run_1/clk_routes.png
The bar under the picture is 50 um long.
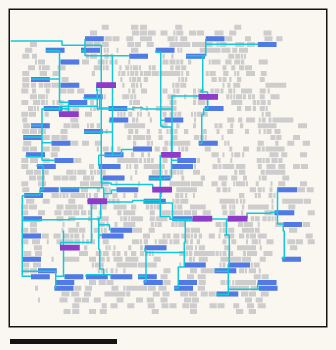
run_1/cell_density.png
15 x 15 tiles, from white (low) to dark blue (high), 0 to 100% covered.
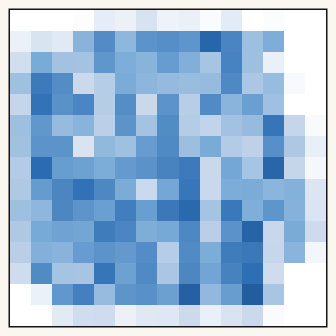
run_1/io_placement.png
Pins as bars across the die edge, other pins in grey.
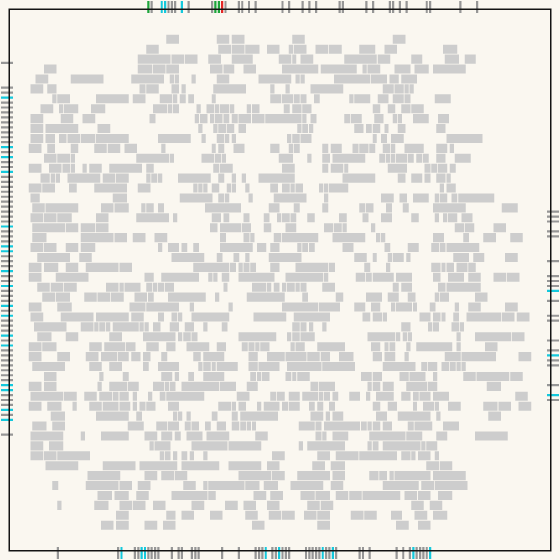
`config.mk`:
```
export PLATFORM = sky130hd
export DESIGN_NAME = fetch_sequencer
export DESIGN_NICKNAME = d
export VERILOG_FILES = /design/src/rtl/fetch_sequencer.sv
export SDC_FILE = /design/constraint.sdc
export NUM_CORES = 1
export LEC_CHECK = 0
export ABC_CLOCK_PERIOD_IN_PS = 3900
export CORE_MARGIN = 5
export CORE_UTILIZATION = 30
export CTS_CLUSTER_DIAMETER = 30
export DETAILED_ROUTE_END_ITERATION = 12
export GPL_TIMING_DRIVEN = 0
export PLACE_DENSITY_LB_ADDON = 0.12
export RECOVER_POWER = 25
export SKIP_LAST_GASP = 1
export SLEW_MARGIN = 25
export SYNTH_ARGS = -nofsm -noshare
export SYNTH_HDL_FRONTEND = slang
export SYNTH_SLANG_ARGS = --single-unit
```
`constraint.sdc`:
```
create_clock -name CLK -period 3.9 [get_ports CLK]
set_input_delay 0.585 -clock CLK [delete_from_list [all_inputs] [get_ports CLK]]
set_output_delay 0.585 -clock CLK [all_outputs]
set_load 0.1 [all_outputs]
```
`src/rtl/fetch_sequencer.sv`:
```
// Multicycle fetch/execute sequencer: owns the PC, issues instruction and data requests, computes next PC.
// Optional retired-instruction counter on port instret is enabled by defining FETCH_INSTRET_EN.
module fetch_sequencer #(
    parameter logic [31:0] PC_RESET = 32'h0000_0000
) (
    input  logic        CLK,
    input  logic        nRST,
    input  logic        ihit,
    input  logic [31:0] imemload,
    input  logic        dhit,
    input  logic        dREN,
    input  logic        dWEN,
    input  logic        halt,
    input  logic        bne,
    input  logic [2:0]  jsel,
    input  logic        zero,
    input  logic [31:0] jr_target,
    output logic        imemREN,
    output logic [31:0] imemaddr,
    output logic        dmemREN,
    output logic        dmemWEN,
    output logic [31:0] instruction,
    output logic [31:0] pc_plus4,
    output logic        wb_en,
    output logic        halted
`ifdef FETCH_INSTRET_EN
    ,
    output logic [31:0] instret
`endif
);

    typedef enum logic [1:0] {
        FETCH  = 2'd0,
        EXEC   = 2'd1,
        HALTED = 2'd2
    } state_t;

    state_t      state, state_next;
    logic [31:0] pc;
    logic [31:0] instr_reg;
    logic [31:0] pc_target;
    logic [31:0] branch_off;
    logic        load_ir;
    logic        load_pc;
    logic        taken;

    assign imemaddr    = pc;
    assign pc_plus4    = pc + 32'd4;
    assign instruction = instr_reg;
    assign halted      = (state == HALTED);

    assign branch_off = {{14{instr_reg[15]}}, instr_reg[15:0], 2'b00};
    assign taken      = bne ? ~zero : zero;

    always_comb begin
        pc_target = pc_plus4;
        case (jsel)
            3'd1:    pc_target = taken ? (pc_plus4 + branch_off) : pc_plus4;
            3'd2:    pc_target = {pc_plus4[31:28], instr_reg[25:0], 2'b00};
            3'd3:    pc_target = jr_target;
            default: pc_target = pc_plus4;
        endcase
    end

    // Request strobes depend only on state and the current decode, so they stay stable until the hit.
    always_comb begin
        state_next = state;
        imemREN    = 1'b0;
        dmemREN    = 1'b0;
        dmemWEN    = 1'b0;
        wb_en      = 1'b0;
        load_ir    = 1'b0;
        load_pc    = 1'b0;
        case (state)
            FETCH: begin
                imemREN = 1'b1;
                if (ihit) begin
                    load_ir    = 1'b1;
                    state_next = EXEC;
                end
            end
            EXEC: begin
                dmemWEN = dWEN;
                dmemREN = dREN & ~dWEN;
                if (!(dREN || dWEN) || dhit) begin
                    if (halt) begin
                        state_next = HALTED;
                    end else begin
                        wb_en      = 1'b1;
                        load_pc    = 1'b1;
                        state_next = FETCH;
                    end
                end
            end
            HALTED: state_next = HALTED;
            default: state_next = FETCH;
        endcase
    end

    always_ff @(posedge CLK or negedge nRST) begin
        if (!nRST) begin
            state     <= FETCH;
            pc        <= PC_RESET;
            instr_reg <= 32'h0;
        end else begin
            state <= state_next;
            if (load_ir) instr_reg <= imemload;
            if (load_pc) pc <= pc_target;
        end
    end

`ifdef FETCH_INSTRET_EN
    always_ff @(posedge CLK or negedge nRST) begin
        if (!nRST) instret <= 32'h0;
        else if (wb_en) instret <= instret + 32'd1;
    end
`endif

endmodule

```
==> run summary, run 1 <==
final setup vio count -> 0
clock sinks -> 66
crit start category -> flop
worst slew pin tran -> 1.98 ns
worst reg2reg path startpoint -> imemaddr[2]
input/output buffers -> 175
Worst Hold Class -> reg -> reg
# nets final -> 991
vias in the first global route -> 6236
Setup crit start -> imemaddr[22]
CTS max path bufs -> 2
ys async rst share -> 1.00
yosys cell count -> 683
gpl congestion -> 0.872
status -> complete, but fails checks
clk root buf -> clkbuf_16
H-tree Lvls -> 3
Logic area -> 0.00456 sq mm
initial antenna violation count -> 0
detailed-routed wire length on met2 -> 10900 um
via count -> 6021
Slew HR -> -0.320
Clock Pin Slew Worst Setup and Hold Paths -> 0.06 ns
top cells by count -> nand2_1, dfrtp_1, nor2_1
Top cell area share -> 0.289
Final Instance Area -> 0.00893 sq mm
layout cell share with drive strength beyond 1 -> 0.195
Flops after synth -> 66
Tool Warnings -> 33
hold_ws -> 0.475 ns
Synth area leaders -> dfrtp_1, ha_1, mux2_2, xnor2_1, nand2_1
FF/Latch Area -> 0.00171 sq mm
met3 wire length -> 1730 um
Site Rows -> 50
drt first pass iters -> 5
CP Max Fanout -> 4
GR Util All Layers -> 0.213
Core Area -> 0.0188 sq mm
Gate Count Post-Synth -> 683
wl on met1 -> 10500 um
Cell Area, Placed -> 0.00847 sq mm
DP Wirelength -> 18400 um
Post-synth EDFFs -> 0
area leader, netlist -> dfrtp_1
hold_sp -> state[1]
# hold bufs at CTS -> 0
DIE WIDTH -> 148 um
DR top layer -> met4
global-route wire length before repair -> 36400 um
DR vias/cell -> 5.38
Seq share, synth -> 0.289
Fmax achieved -> 261 MHz
Die ar. -> 0.0219 sq mm
ant diodes -> 0
critical path capture point type -> primary output
final WL -> 23600 um
DRT iter0 DRCs -> 289
failing checks -> capacitance limit, slew limit
dominant synthesized flop cell -> dfrtp_1
synthesized area per cell -> 8.38 sq um
TritonCTS clock tree -> done
I/O pin count -> 177
total CTS buffers -> 9
Worst-Skew Late Latency -> 0.35 ns
post-synth cell types -> 70
critical path class -> reg -> out
Area Overhead vs Synth -> 56.0%
unrepaired setup endpoints after global routing -> true
# fillers -> 1798
Routed Antenna Nets -> 0
Ys Warns -> 0
chip height -> 148 um
crit path DRT -> 3.31 ns
post-layout min period -> 3.83 ns
most frequent cell after synthesis -> nand2_1
post-route clock period utilization -> 0.983
final hold vios -> 0
Residual DRC -> 0
Post-Synthesis Cell Area -> 0.00572 sq mm
largest net degree at the start of global routing -> 35
skew final -> 0.00984 ns
GRT overflow -> 0
Max-Cap Viols -> 1
fp util -> 0.305
WL/cell -> 21.1 um
synthesis area per yosys -> 0.00572 sq mm
worst path arrival time -> 3.25 ns
floorplan net count -> 794
max-slew violation count -> 35
Back to the opening pictures, clk_routes.png:
[purple] clock drivers | count: 9
[blue] flip-flops | count: 66
[cyan] clock wires | length: 1340 um
flops lie: all over the die
routed clock nets: 10

Back to the opening pictures, cell_density.png:
fullest tile: 82%
mean over tiles: 39%
nearly empty tiles: 10%
emptiest ninth of the die: north-east

Back to the opening pictures, io_placement.png:
| colour | port | pins | direction | edge |
|---|---|---|---|---|
| red | bne | 1 | input | north |
| cyan | instruction | 32 | output | 17 west, 9 south, 3 east, 3 north |
| green | jsel | 3 | input | north |
all pins by edge: 70 west, 51 south, 35 north, 21 east

-- run 1: registers in the layout, summed over array words and instances (netlist names) --
register and cells:
instruction 32, imemaddr 32, state 2
-- run 1: stage by stage --
step           setup TNS [ns]  setup slack (ns)  utilization  std cells
6_report                    0            0.0668        0.476       1119
5_1_grt               -0.0792           -0.0326        0.476       1119
4_1_cts               -0.0810           -0.0810        0.471       1118
3_5_place_dp            -2.49             -1.03        0.451       1093
3_3_place_gp           -38.03            -0.948        0.450       1092
2_1_floorplan           -1.78            -0.419            -        683
-- run 1: cell usage in the layout (no fill, tap or decap), drive strengths merged, types with 4 or more instances in the layout --
cell type and instances:
clkdlybuf4s50 163, nand2 74, dfrtp 66, nor2 63, a21oi 50, o21ai 44
clkbuf 36, mux2 35, ha 34, xnor2 32, mux2i 27, buf 25
nand3 22, nand4 16, inv 16, xor2 16, nor3 15, a21o 11
nor2b 11, a31oi 11, and3 11, o211ai 9, nand2b 7, a221oi 7
and2 7, o21bai 5, a211oi 5, o31ai 5, o22ai 4, dlygate4sd2 4
o21a 4, clkinv 4
-- run 1: kinds of logic (layout without fill, tap and decap cells) --
logic type,after synthesis,count (layout),share of synthesized area
fa+ha+maj,35,35,0.0778
simple gates,243,243,0.206
mux,62,62,0.117
flops,66,66,0.289
xor+xnor,48,48,0.0735
compound gates,176,176,0.200
buf+inv,53,255,0.0374
-- run 1: final cells by class --
cell class,instances,area share
clock inverter,4,0.00308
timing repair buffer,189,0.207
multi-input combinational,564,0.511
tap,234,0.0328
clock buffer,12,0.0276
buffer,33,0.0188
sequential,66,0.192
inverter,17,0.00757
-- run 1: layer usage --
layer,track usage,vias up
met2,0.343,208
met4,0.0517,0
met1,0.282,2898
met5,0,-
met3,0.0622,28
li1,-,2887
-- run 1: path summary, 6_finish.rpt --
kind | endpoint | slack, ns | cells past startpoint
max in group asynchronous | instruction[15] | 1.30 | 2
min | state[0] | 0.47 | 1
min reg2reg | state[0] | 0.47 | 1
max | pc_plus4[28] | 0.07 | 5
min in group asynchronous | imemaddr[7] | 0.79 | 1
max reg2reg | imemaddr[25] | 0.13 | 14
-- run 1: timing repair --
action | in CTS | in global routing
buffers inserted | 10 | 3
pin swaps | 8 | 13
setup endpoints to repair | 23 | 16
resized | 24 | 24
-- run 1: worst max-delay path, cell delays in order (launching register included) --
cell,delay (ns)
dfrtp_1,0.52
and3_1,0.32
and4_1,0.29
nand4_1,0.34
xnor2_4,0.26
clkdlybuf4s50_1,1.16
==> run 1 -> run 2 <==
--- a/config.mk
+++ b/config.mk
@@ -5,14 +5,16 @@
 export SDC_FILE = /design/constraint.sdc
 export NUM_CORES = 1
 export LEC_CHECK = 0
-export ABC_CLOCK_PERIOD_IN_PS = 3900
+export ABC_CLOCK_PERIOD_IN_PS = 4000
 export CORE_MARGIN = 5
 export CORE_UTILIZATION = 30
 export CTS_CLUSTER_DIAMETER = 30
+export CTS_CLUSTER_SIZE = 24
 export DETAILED_ROUTE_END_ITERATION = 12
 export GPL_TIMING_DRIVEN = 0
 export PLACE_DENSITY_LB_ADDON = 0.12
 export RECOVER_POWER = 25
+export SETUP_SLACK_MARGIN = 0.2
 export SKIP_LAST_GASP = 1
 export SLEW_MARGIN = 25
 export SYNTH_ARGS = -nofsm -noshare
==> constraint.sdc (replaced) <==
create_clock -name CLK -period 4 [get_ports CLK]
set_input_delay 0.6 -clock CLK [delete_from_list [all_inputs] [get_ports CLK]]
set_output_delay 0.6 -clock CLK [all_outputs]
set_load 0.1 [all_outputs]
==> run 2 against run 1 <==
The run still ends with capacitance limit, slew limit left. Clock skew is 0.0025 ns lower. Die area unchanged. Area after synthesis stayed put. First-iteration DRC count grew 21%. Critical endpoint is now pc_plus4[18].
==> run summary, run 2 <==
via count -> 6157
max-slew violation count -> 31
Top cell area share -> 0.289
Worst Hold Class -> reg -> reg
fp util -> 0.305
ys async rst share -> 1.00
dpl ws -> -0.890 ns
Tool Warnings -> 33
DP Wirelength -> 18300 um
most common logic cell in the routed design -> clkdlybuf4s50_1
ant diodes -> 0
crit start category -> flop
GR peak layer -> met2
CTS max path bufs -> 2
chip height -> 148 um
vias in the first global route -> 6291
floorplan net count -> 794
most frequent cell after synthesis -> nand2_1
Max-Cap Viols -> 1
post-route clock period utilization -> 0.922
Flops after synth -> 66
Worst-Skew Late Latency -> 0.35 ns
layout cell share with drive strength beyond 1 -> 0.233
failing checks -> capacitance limit, slew limit
Fmax achieved -> 271 MHz
Routed Antenna Nets -> 0
TritonCTS clock tree -> done
GRT overflow -> 0
# hold bufs at CTS -> 0
post-layout min period -> 3.69 ns
area leader, netlist -> dfrtp_1
most frequent cells in the layout -> clkdlybuf4s50_1, nand2_1, nor2_1
critical path class -> reg -> out
skew final -> 0.00739 ns
Site Rows -> 50
Area Overhead vs Synth -> 61.4%
# fillers -> 1798
yosys cell count -> 683
clk root buf -> clkbuf_16
M1 GR Usage -> 0.276
WL/cell -> 20.7 um
Die ar. -> 0.0219 sq mm
Final Worst Setup Slack -> 0.313 ns
Residual DRC -> 0
placed cell count -> 1093
Layout Cells excl Fill -> 1139
worst path arrival time -> 3.09 ns
final hold vios -> 0
dominant synthesized flop cell -> dfrtp_1
DIE WIDTH -> 148 um
unrepaired setup endpoints after global routing -> true
Clock Pin Slew Worst Setup and Hold Paths -> 0.06 ns
final setup vio count -> 0
Post-synth EDFFs -> 0
input/output buffers -> 175
initial antenna violation count -> 0
synthesized area per cell -> 8.38 sq um
CP Max Fanout -> 5
synthesis area per yosys -> 0.00572 sq mm
I/O pin count -> 177
crit path DRT -> 3.40 ns
Seq share, synth -> 0.289
# nets final -> 1011
met2 usage -> 0.348
crit path max-delay cell type -> clkdlybuf4s50_1
drt first pass iters -> 5
Gate Count Post-Synth -> 683
gpl congestion -> 0.910
clock sinks -> 66
H-tree Lvls -> 3
Ys Warns -> 0
largest net degree at the start of global routing -> 37
DRT iter0 DRCs -> 351
status -> complete, but fails checks
global-route wire length before repair -> 36100 um
Post-Synthesis Cell Area -> 0.00572 sq mm
worst slew pin tran -> 1.82 ns
critical path, cell by cell -> ha_4, nand3_4, nor3_4, and3_4, nand2_1, xnor2_4, clkdlybuf4s50_1
DR vias/cell -> 5.41
Synth area leaders -> dfrtp_1, ha_1, mux2_2, xnor2_1, nand2_1
final WL -> 23600 um
max incr delay on CP -> 1.18 ns
post-synth cell types -> 70
total CTS buffers -> 9
grt met3 use -> 0.0619
top cells by count -> nand2_1, dfrtp_1, nor2_1
GR Util All Layers -> 0.211
Slew HR -> -0.211
critical path capture point type -> primary output
run 2: path summary, 6_finish.rpt:
check / slack (ns) / startpoint / cells past startpoint / end
worst min-delay path: 0.48 / state[1] / 1 / state[0]
worst min register to register: 0.48 / state[1] / 1 / state[0]
max in group asynchronous: 2.07 / nRST / 1 / imemaddr[20]
min in group asynchronous: 0.73 / nRST / 1 / instruction[26]
worst max-delay path: 0.31 / imemaddr[3] / 7 / pc_plus4[18]
worst max register to register: 0.34 / imemaddr[3] / 18 / imemaddr[31]
run 2: what timing repair did:
action | in CTS | in global routing
gates resized | 41 | 48
pin swaps | 6 | 23
setup endpoints to repair | 29 | 14
setup buffers | 12 | 18
run 2: critical path, delay by kind of cell (launching register included):
| family | cells | cell delay [ns] |
|---|---|---|
| adder cells (fa/ha/maj) | 1 | 0.17 |
| flip-flops | 1 | 0.45 |
| buffers and inverters | 1 | 1.18 |
| AND/OR/NAND/NOR | 4 | 0.66 |
| XOR/XNOR | 1 | 0.27 |
run 2: cell type report:
class | count | area, sq um | area share
buffer | 36 | 203 | 0.0219
clock buffer | 9 | 225 | 0.0244
clock inverter | 7 | 61.3 | 0.00664
inverter | 17 | 67.6 | 0.00731
multi-input combinational | 564 | 4690 | 0.508
sequential | 66 | 1720 | 0.186
tap | 234 | 293 | 0.0317
timing repair buffer | 206 | 1980 | 0.215
run 2: cell families after synthesis:
| kind of cell | share of synthesized area |
|---|---|
| fa+ha+maj | 0.0778 |
| flops | 0.289 |
| simple gates | 0.206 |
| compound gates | 0.200 |
| buf+inv | 0.0374 |
| xor+xnor | 0.0735 |
| mux | 0.117 |
run 2: stage by stage:
step	hold WS, ns	utilization	cell area [sq um]	setup TNS, ns
4_1_cts	0.205	0.477	8950	0
6_report	0.478	0.492	9240	0
5_1_grt	0.499	0.492	9240	0
3_3_place_gp	0.444	0.451	8470	-27.90
3_5_place_dp	0.471	0.452	8490	-1.80
2_1_floorplan	0.304	-	6430	-0.959
run 2: routing by layer:
metal | vias to the layer above | part of all wire | wire length (um)
met5 | - | 0 | 0
met4 | 0 | 0.011 | 256
met3 | 19 | 0.074 | 1740
met2 | 224 | 0.48 | 11300
met1 | 2992 | 0.44 | 10300
li1 | 2922 | - | -
run_2/io_placement.png
Pins as bars across the die edge, other pins in grey.
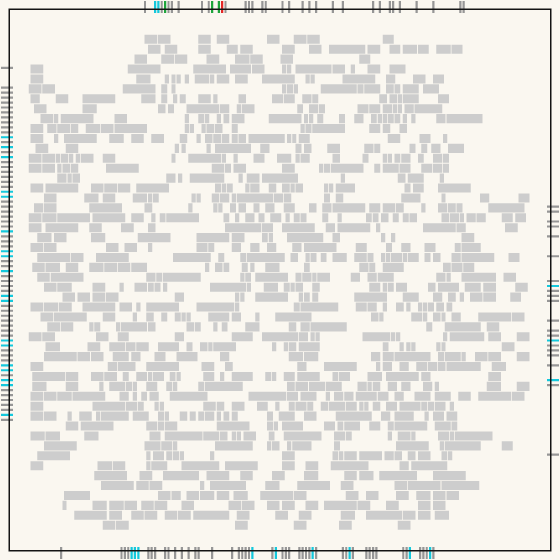
| colour | port | pins | direction | edge |
|---|---|---|---|---|
| green | jsel | 3 | input | north |
| red | bne | 1 | input | north |
| cyan | instruction | 32 | output | 18 west, 9 south, 3 east, 2 north |

run_2/placement.png
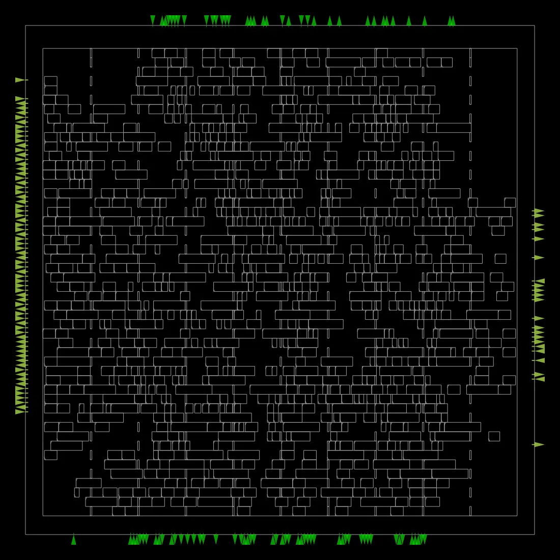
Util after Layout: 0.492
Core Area: 0.0188 sq mm

run_2/layer_met3.png
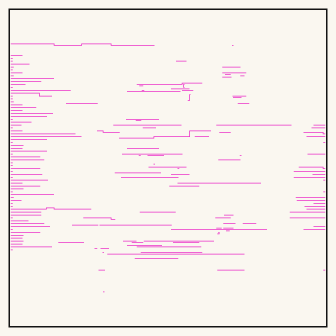
nets with wire on the layer: 143
longest straight run: 63.9 um
wire length on this layer: 1740 um
main direction: horizontal

==> run 2 -> run 3 <==
--- a/config.mk
+++ b/config.mk
@@ -5,6 +5,7 @@
 export SDC_FILE = /design/constraint.sdc
 export NUM_CORES = 1
 export LEC_CHECK = 0
+export ABC_AREA = 1
 export ABC_CLOCK_PERIOD_IN_PS = 4000
 export CORE_MARGIN = 5
 export CORE_UTILIZATION = 30
run_3/io_placement.png
Pins as bars across the die edge, other pins in grey.
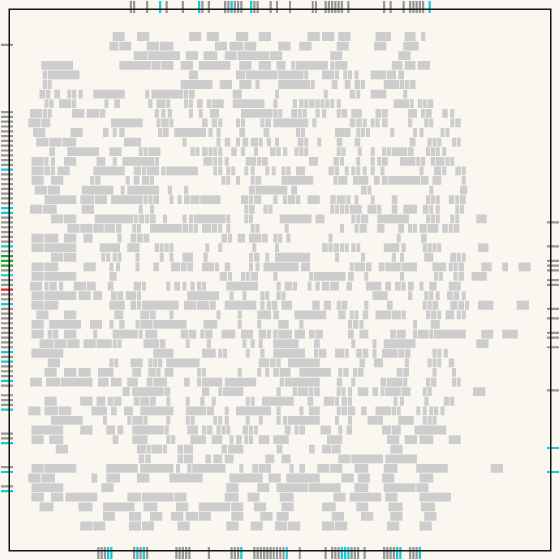
| colour | port | pins | direction | edge |
|---|---|---|---|---|
| green | jsel | 3 | input | west |
| cyan | instruction | 32 | output | 13 west, 12 south, 5 north, 2 east |
| red | bne | 1 | input | west |
all pins by edge: 70 west, 53 south, 39 north, 15 east

run_3/cell_density.png
15 x 15 tiles, from white (low) to dark blue (high), 0 to 100% covered.
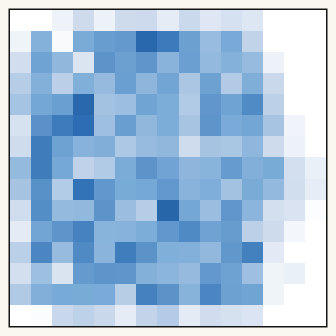
fullest tile: 78%
emptiest ninth of the die: north-east
mean over tiles: 36%
nearly empty tiles: 12%
tiles over 75% full: 1.8%

run_3/placement.png
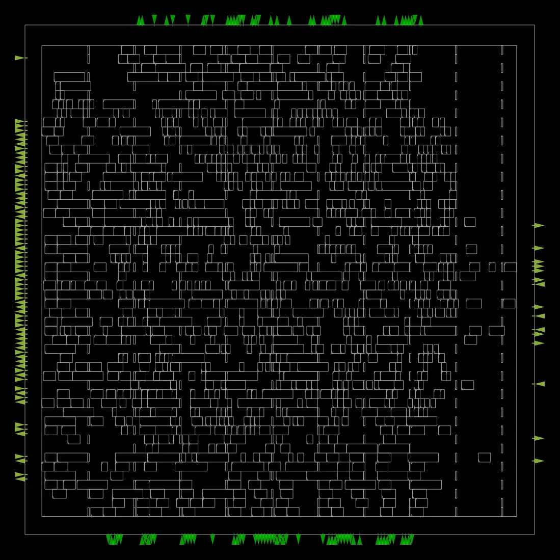
Layout Cells excl Fill: 1382
Util after Layout: 0.437

==> run 3 against run 2 <==
The run still ends with capacitance limit, slew limit left. Clock-buffer cell count rose by 2. Critical path depth rose by 2. Via count rose by 8.5%. Global-route usage fell by 0.96 points. Critical endpoint is now pc_plus4[14]. Wire length rose by 2.1%.
==> run summary, run 3 <==
Routed Antenna Nets -> 0
Top cell area share -> 0.269
drt first pass iters -> 5
number of cells on the critical path -> 9
initial antenna violation count -> 0
input/output buffers -> 176
max incr delay on CP -> 1.15 ns
ys async rst share -> 1.00
Buf+Inv Stages, Crit Path -> 2
DP Wirelength -> 20000 um
Setup Fix Bufs, Post-CTS -> 0
Residual DRC -> 0
Ys Warns -> 0
Register-to-Register Setup Slack -> 0.46 ns
post-route clock period utilization -> 0.915
critical path capture point type -> primary output
Clock Pin Slew Worst Setup and Hold Paths -> 0.06 ns
via count -> 6681
unrepaired setup endpoints after global routing -> false
worst path arrival time -> 3.06 ns
layout cell share with drive strength beyond 1 -> 0.117
Worst-Skew Late Latency -> 0.34 ns
clock sinks -> 66
worst flop-to-flop path endpoint -> imemaddr[25]
floorplan net count -> 1030
CP Max Fanout -> 5
CTS max path bufs -> 2
fp util -> 0.304
top cells by count -> nand2_1, inv_1, nor2_1
Synth area leaders -> dfrtp_1, nand2_1, inv_1, ha_1, mux2_2
Crit path top cell by count -> nand2_4
area leader, netlist -> dfrtp_1
most frequent cell after synthesis -> nand2_1
synthesis area per yosys -> 0.00614 sq mm
vias in the first global route -> 6589
status -> complete, but fails checks
I/O pin count -> 177
skew final -> 0.00927 ns
Flops after synth -> 66
GRT overflow -> 0
DIE WIDTH -> 153 um
DRT iter0 DRCs -> 366
chip height -> 153 um
WL/cell -> 17.4 um
FF-to-FF path depth -> 22
Seq share, synth -> 0.269
hold_sp -> instruction[27]
failing checks -> capacitance limit, slew limit
Die ar. -> 0.0234 sq mm
DR vias/cell -> 4.83
post-layout min period -> 3.66 ns
crit path DRT -> 3.40 ns
crit path max-delay cell type -> clkdlybuf4s50_1
GR Util All Layers -> 0.201
Setup crit start -> imemaddr[2]
gpl congestion -> 0.952
Max-Cap Viols -> 1
crit start category -> flop
max-slew violation count -> 28
Post-Synthesis Cell Area -> 0.00614 sq mm
-- run 3: cell types whose count changed after synthesis, sizes merged, moves of 15 or more --
cell	previous run	this run
nand2	74	269
inv	17	142
nand3	22	60
mux2i	27	0
nor2	63	85
a22oi	1	22
xnor2	32	11
clkbuf	23	8
-- run 3: metrics by stage --
| step | hold WS (ns) | instance area (sq um) | setup slack [ns] |
|---|---|---|---|
| finish | 0.507 | 8810 | 0.340 |
| global route | 0.537 | 8810 | 0.203 |
| CTS | 0.207 | 8800 | 0.147 |
| detailed placement | 0.491 | 8510 | -0.175 |
| global placement | 0.486 | 8490 | -0.802 |
| floorplan | 0.304 | 6390 | 0.0703 |
-- run 3: final cells by class --
cell class | instances | area [sq um]
Multi-Input combinational cell | 690 | 4070
Inverter | 143 | 559
Sequential cell | 66 | 1670
Clock inverter | 5 | 62.6
Clock buffer | 11 | 243
Tap cell | 270 | 338
Timing Repair Buffer | 177 | 1770
Fill cell | 2126 | 11400
Buffer | 20 | 100
-- run 3: cell families (layout without fill, tap and decap cells) --
kind of cell	after synthesis	after routing	share of synthesized area
xor+xnor	24	24	0.0343
fa+ha+maj	35	35	0.0726
buf+inv	163	356	0.104
flops	66	66	0.269
simple gates	462	462	0.332
mux	30	30	0.0550
compound gates	139	139	0.133
-- run 3: how the worst min path moves through the flow --
stage | cells after the start | end | slack [ns]
2_1_floorplan | 0 | imemaddr[0] | 0.30
3_3_place_gp | 1 | instruction[29] | 0.49
3_5_place_dp | 1 | instruction[29] | 0.49
4_1_cts | 1 | imemaddr[30] | 0.21
5_1_grt | 1 | instruction[27] | 0.54
6_report | 1 | instruction[27] | 0.51
-- run 3: metal layers --
| metal | global-route usage | vias to the layer above | share of wire |
|---|---|---|---|
| met4 | 0.0501 | 0 | 0.019 |
| met2 | 0.334 | 211 | 0.46 |
| met5 | 0 | - | 0 |
| met1 | 0.266 | 3094 | 0.45 |
| li1 | - | 3350 | - |
| met3 | 0.0461 | 26 | 0.066 |
-- run 3: what timing repair did --
action	CTS	global route
gates cloned	0	0
endpoints found under the setup margin	8	14
resized	8	11
-- run 3: worst register-to-register path, stage by stage (launching register included) --
cell,delay (ns)
dfrtp_4,0.46
ha_1,0.18
nand2_1,0.10
nor2_4,0.18
nand2_4,0.14
nor2_8,0.16
nand2_4,0.08
nor2_4,0.11
nand3_1,0.11
nand2_1,0.15
inv_1,0.11
ha_1,0.38
nand2_1,0.15
nor2_1,0.15
inv_1,0.08
nor3_1,0.21
nand3_1,0.18
nand3_1,0.15
nand2_1,0.05
nand3_1,0.11
nand3b_1,0.10
nand2_1,0.07
inv_1,0.04
